--- config.mk ---
export PLATFORM = sky130hd
export DESIGN_NAME = encode_general_register_stream
export DESIGN_NICKNAME = d
export VERILOG_FILES = /design/src/rtl/encode_general_register_stream.sv
export SDC_FILE = /design/constraint.sdc
export NUM_CORES = 1
export LEC_CHECK = 0
export CAP_MARGIN = 20
export CORE_MARGIN = 10
export CORE_UTILIZATION = 38
export CTS_CLUSTER_SIZE = 10
export DETAILED_ROUTE_END_ITERATION = 8
export PLACE_DENSITY = 0.73
export SYNTH_ARGS = -nofsm -noshare
export SYNTH_HDL_FRONTEND = slang
export SYNTH_SLANG_ARGS = --single-unit
--- constraint.sdc ---
create_clock -name clk -period 1.4 [get_ports clk]
set_input_delay 0.28 -clock clk [delete_from_list [all_inputs] [get_ports clk]]
set_output_delay 0.28 -clock clk [all_outputs]
set_load 0.05 [all_outputs]
--- src/rtl/encode_general_register_stream.sv ---
// Encodes a register-to-register move/ALU request as a 2-3 byte x86 stream (prefix, opcode, ModRM).
// First byte one cycle after accept; holds bytes under out_ready low. Macro: OPERAND_SIZE_PREFIX_EN.
module encode_general_register_stream #(
  parameter int DEFAULT_32 = 1
) (
  input  logic       clk,
  input  logic       rst_n,
  input  logic       in_valid,
  output logic       in_ready,
  input  logic [7:0] in_opcode,
  input  logic [1:0] in_size,
  input  logic [2:0] in_dst,
  input  logic [2:0] in_src,
  output logic       out_valid,
  input  logic       out_ready,
  output logic [7:0] out_byte,
  output logic       out_last,
  output logic       error
);

`ifdef OPERAND_SIZE_PREFIX_EN
  typedef enum logic [1:0] {S_IDLE, S_PREFIX, S_OPCODE, S_MODRM} state_t;
`else
  typedef enum logic [1:0] {S_IDLE, S_OPCODE, S_MODRM} state_t;
`endif

  state_t     r_state;
  state_t     w_next;
  logic [6:0] r_opcode_hi;
  logic       r_w;
  logic [2:0] r_dst;
  logic [2:0] r_src;
  logic       r_error;

  logic w_accept;
  logic w_fire;
  logic w_need_prefix;
  logic w_illegal;
  logic w_unused;

  // Opcode bit 0 is always replaced by the operand-width bit.
  assign w_unused = in_opcode[0];

  assign w_accept      = in_valid & in_ready;
  assign w_fire        = out_valid & out_ready;
  assign w_need_prefix = ((in_size == 2'b01) && (DEFAULT_32 != 0)) ||
                         ((in_size == 2'b10) && (DEFAULT_32 == 0));

`ifdef OPERAND_SIZE_PREFIX_EN
  assign w_illegal = (in_size == 2'b11);
`else
  assign w_illegal = (in_size == 2'b11) | w_need_prefix;
`endif

  always_ff @(posedge clk) begin
    if (!rst_n) begin
      r_state     <= S_IDLE;
      r_error     <= 1'b0;
      r_opcode_hi <= 7'd0;
      r_w         <= 1'b0;
      r_dst       <= 3'd0;
      r_src       <= 3'd0;
    end else begin
      r_state <= w_next;
      r_error <= w_accept & w_illegal;
      if (w_accept && !w_illegal) begin
        r_opcode_hi <= in_opcode[7:1];
        r_w         <= (in_size != 2'b00);
        r_dst       <= in_dst;
        r_src       <= in_src;
      end
    end
  end

  always_comb begin
    w_next    = r_state;
    in_ready  = 1'b0;
    out_valid = 1'b0;
    out_byte  = 8'h00;
    out_last  = 1'b0;
    case (r_state)
      S_IDLE: begin
        in_ready = 1'b1;
        if (w_accept && !w_illegal) begin
`ifdef OPERAND_SIZE_PREFIX_EN
          w_next = w_need_prefix ? S_PREFIX : S_OPCODE;
`else
          w_next = S_OPCODE;
`endif
        end
      end
`ifdef OPERAND_SIZE_PREFIX_EN
      S_PREFIX: begin
        out_valid = 1'b1;
        out_byte  = 8'h66;
        if (w_fire) w_next = S_OPCODE;
      end
`endif
      S_OPCODE: begin
        out_valid = 1'b1;
        out_byte  = {r_opcode_hi, r_w};
        if (w_fire) w_next = S_MODRM;
      end
      S_MODRM: begin
        out_valid = 1'b1;
        out_last  = 1'b1;
        out_byte  = {2'b11, r_src, r_dst};
        // No acceptance this cycle: in_ready stays low until IDLE is reached.
        if (w_fire) w_next = S_IDLE;
      end
      default: w_next = S_IDLE;
    endcase
  end

  assign error = r_error;

endmodule

==> flow_metrics.tcl <==
# flow metrics
set metrics [dict create \
    run_status "finished with violations" \
    violations "negative setup slack" \
    placementRows 17 \
    die-area_um2 4530 \
    layout.cells.most_common_list "32 x sky130_fd_sc_hd__nand2_1, 18 x sky130_fd_sc_hd__clkdlybuf4s50_1, 15 x sky130_fd_sc_hd__dfxtp_1" \
    synthSimpleGateAreaFrac_pct 24.9 \
    fillerInstances 157 \
    flops_latches_synth 17 \
    cts_inserted_buffers 3 \
    post_dp_cell_area_um2 1530 \
    yosys.area_share.aoi_pct 20.0 \
    number_of_setup_violations_in_the_final_report 13 \
    tightest_slew_ps 285 \
    worst_hold_startpoint "r_opcode_hi[0]" \
    drtIter0Drc 17 \
    cp_top_family "flip-flops" \
    yosys-mux-area-fraction_pct 2.36 \
    track_usage_pct 12.2 \
    chipWidth_um 67.3 \
    finalCriticalPeriod_ps 1730 \
    pwr.group.combinational_w 0.00161 \
    maximum_number_of_pins_on_one_net_before_global_route_repair 20 \
    worst_ep_arrival_time_ps 1450 \
    topCombFamilyByArea "simple AND/OR/NAND/NOR gates" \
    synth_cells 101 \
    well_tap_count 28 \
    worst_slack_ps -327 \
    critical_path.max_stage_delay_ps 350 \
    topCellsByArea "sky130_fd_sc_hd__dfxtp_1 40%, sky130_fd_sc_hd__nand2_1 15%, sky130_fd_sc_hd__a21boi_1 12%" \
    power.group.top "combinational logic" \
    ctsResizeCount 11 \
    route.detailed.drc 0 \
    antenna_found_initial 0 \
    vdd_drop_max_v 0.00116 \
    clock_network_area_share_pct 1.71 \
    syn_area_per_cell_um2 8.41 \
    rr_worst_depth 7 \
    layout-drive-gt1-share_pct 40.1 \
    rr_endpoint "r_state[0]" \
    dp_cells 165 \
    met3_wirelength_um 134 \
    finalPower_w 0.00250 \
    largest_register "r_opcode_hi" \
    rsz_0062_raised_after_global_routing "true" \
    design.seq.count 17 \
    netSwitchingFraction_pct 37.5 \
    comb_cells 74 \
    endpoint_kind "primary output" \
    floorplanUtilization_pct 39.2 \
    cts.root.buffer_cell "sky130_fd_sc_hd__clkbuf_4" \
    startpoint_to_endpoint_class_of_the_critical_path "flop to primary output" \
    finish.instance_area_um2 1610 \
    largest_reg_flops 7 \
    critical-path-slowest-cell "sky130_fd_sc_hd__dfxtp_2" \
    grt.met3_usage_pct 2.98 \
    startpoint_kind_of_the_worst_setup_timing_path "flop" \
    insertedDiodeCount 0 \
    yosys.area_share.xor_xnor_pct 0 \
    post_drt_via_cell_ratio 4.98 \
    biggestRegsByFlops "r_opcode_hi: 7 flops, r_dst: 3 flops, r_src: 3 flops" \
    crit_fanout 5 \
    path_depth 6 \
    critPathCapture "out_byte[3]" \
    post_cts_hold_buffer_count 0 \
    power.share.combinational_pct 64.5 \
    worst_slew_margin_pct 81.0 \
    layout.non_clock_buffers 44 \
    final.period_utilization_pct 123 \
    yosysSeqAreaShare_pct 40.1 \
    power_per_cell_area_nw_per_um2 1550 \
    nNonClkInverters 3 \
    grt_overflow 0 \
    tritoncts_clock_tree "done" \
    worst-endpoint-required_ps 1120 \
    timing.max_cap.violations 0 \
    stdcell_count 170 \
    detail_route_met2_wl_um 1300 \
    comb-cell-share_pct 38.6 \
    synth.yosys.num_cells 101 \
    synth_adder_area_share_pct 7.36 \
    crit_chain "inv_2 -> ha_4 -> buf_6 -> a22oi_2 -> nor2b_4 -> buf_12" \
    cp.buffers_inverters 3 \
    setup.worst_path.start "r_state[1]" \
]
[synth_stat cells]
library cell,instances
sky130_fd_sc_hd__dlygate4sd1_1,1
sky130_fd_sc_hd__clkbuf_1,4
sky130_fd_sc_hd__buf_2,2
sky130_fd_sc_hd__nand2_1,33
sky130_fd_sc_hd__a222oi_1,1
sky130_fd_sc_hd__nand3b_4,1
sky130_fd_sc_hd__a21boi_1,14
sky130_fd_sc_hd__dfxtp_1,17
sky130_fd_sc_hd__ha_1,5
sky130_fd_sc_hd__a22oi_1,6
sky130_fd_sc_hd__a21oi_1,2
sky130_fd_sc_hd__and3b_1,1
sky130_fd_sc_hd__nor2b_1,8
sky130_fd_sc_hd__mux2i_1,2
sky130_fd_sc_hd__inv_1,3
sky130_fd_sc_hd__and4_1,1
final_congestion.png
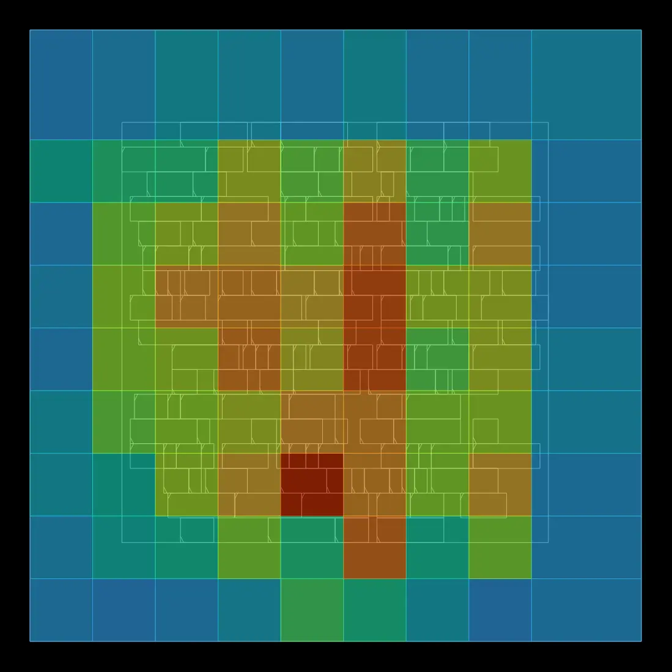
gr busiest metal: met2
Final Core Density: 74.3%

clock_map.png
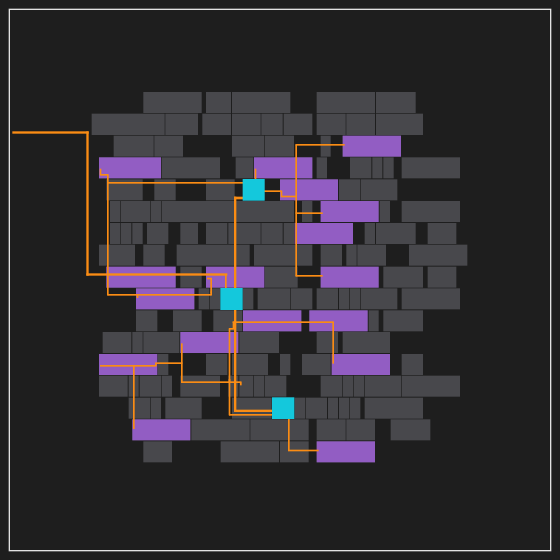
Orange stands for clock wires, length 245 um. Purple stands for flip-flops, count 17. Cyan stands for cells driving clock nets, count 3.
Position of the flops: center. There are 4 routed clock nets.
Clock Skews: 4.09 ps
proportion of power drawn by the clock network: 11.1%

registers.png
Other sequential cells in the stronger gray, the rest of the logic in the fainter gray.
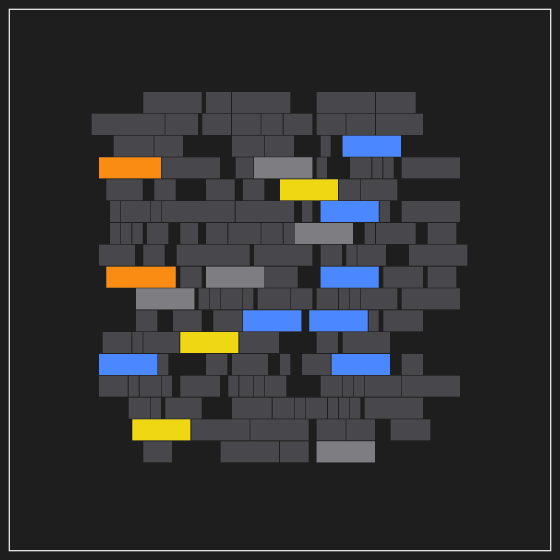
Orange stands for `r_state`, flops 2. Blue stands for `r_opcode_hi`, flops 7. Yellow stands for `r_src`, flops 3.
Another 5 sequential cells are not colored.
power drawn by the sequential cells: 0.000610 W
sequential cell area: 345 um^2
sequential portion of the cell area: 21.4%

met1.png
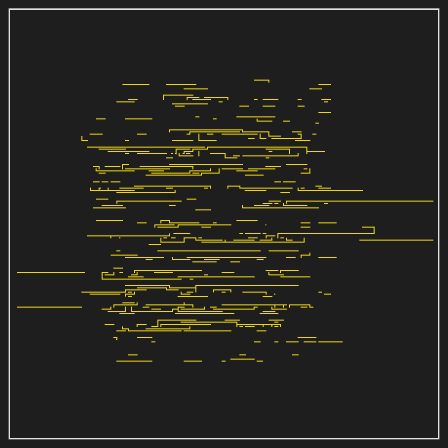
142 nets have wire on it. The wires run mostly horizontal. The layer holds 40% of the routed length.
met1 routing resource usage after global routing: 13.0%
wire length after detailed routing: 2460 um
number of vias in the routed layout: 847

port_nets.png
Scale bar: 20 um.
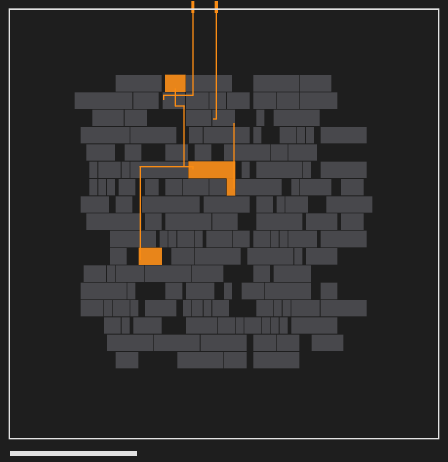
Orange stands for `in_size`, bits 2, direction input, end cells 4, buffers 2, wire 82.7 um.
number of I/O port buffers: 30
count of boundary I/O pins: 32

Power figures rest on the tool's default switching activity, not on a simulated workload.
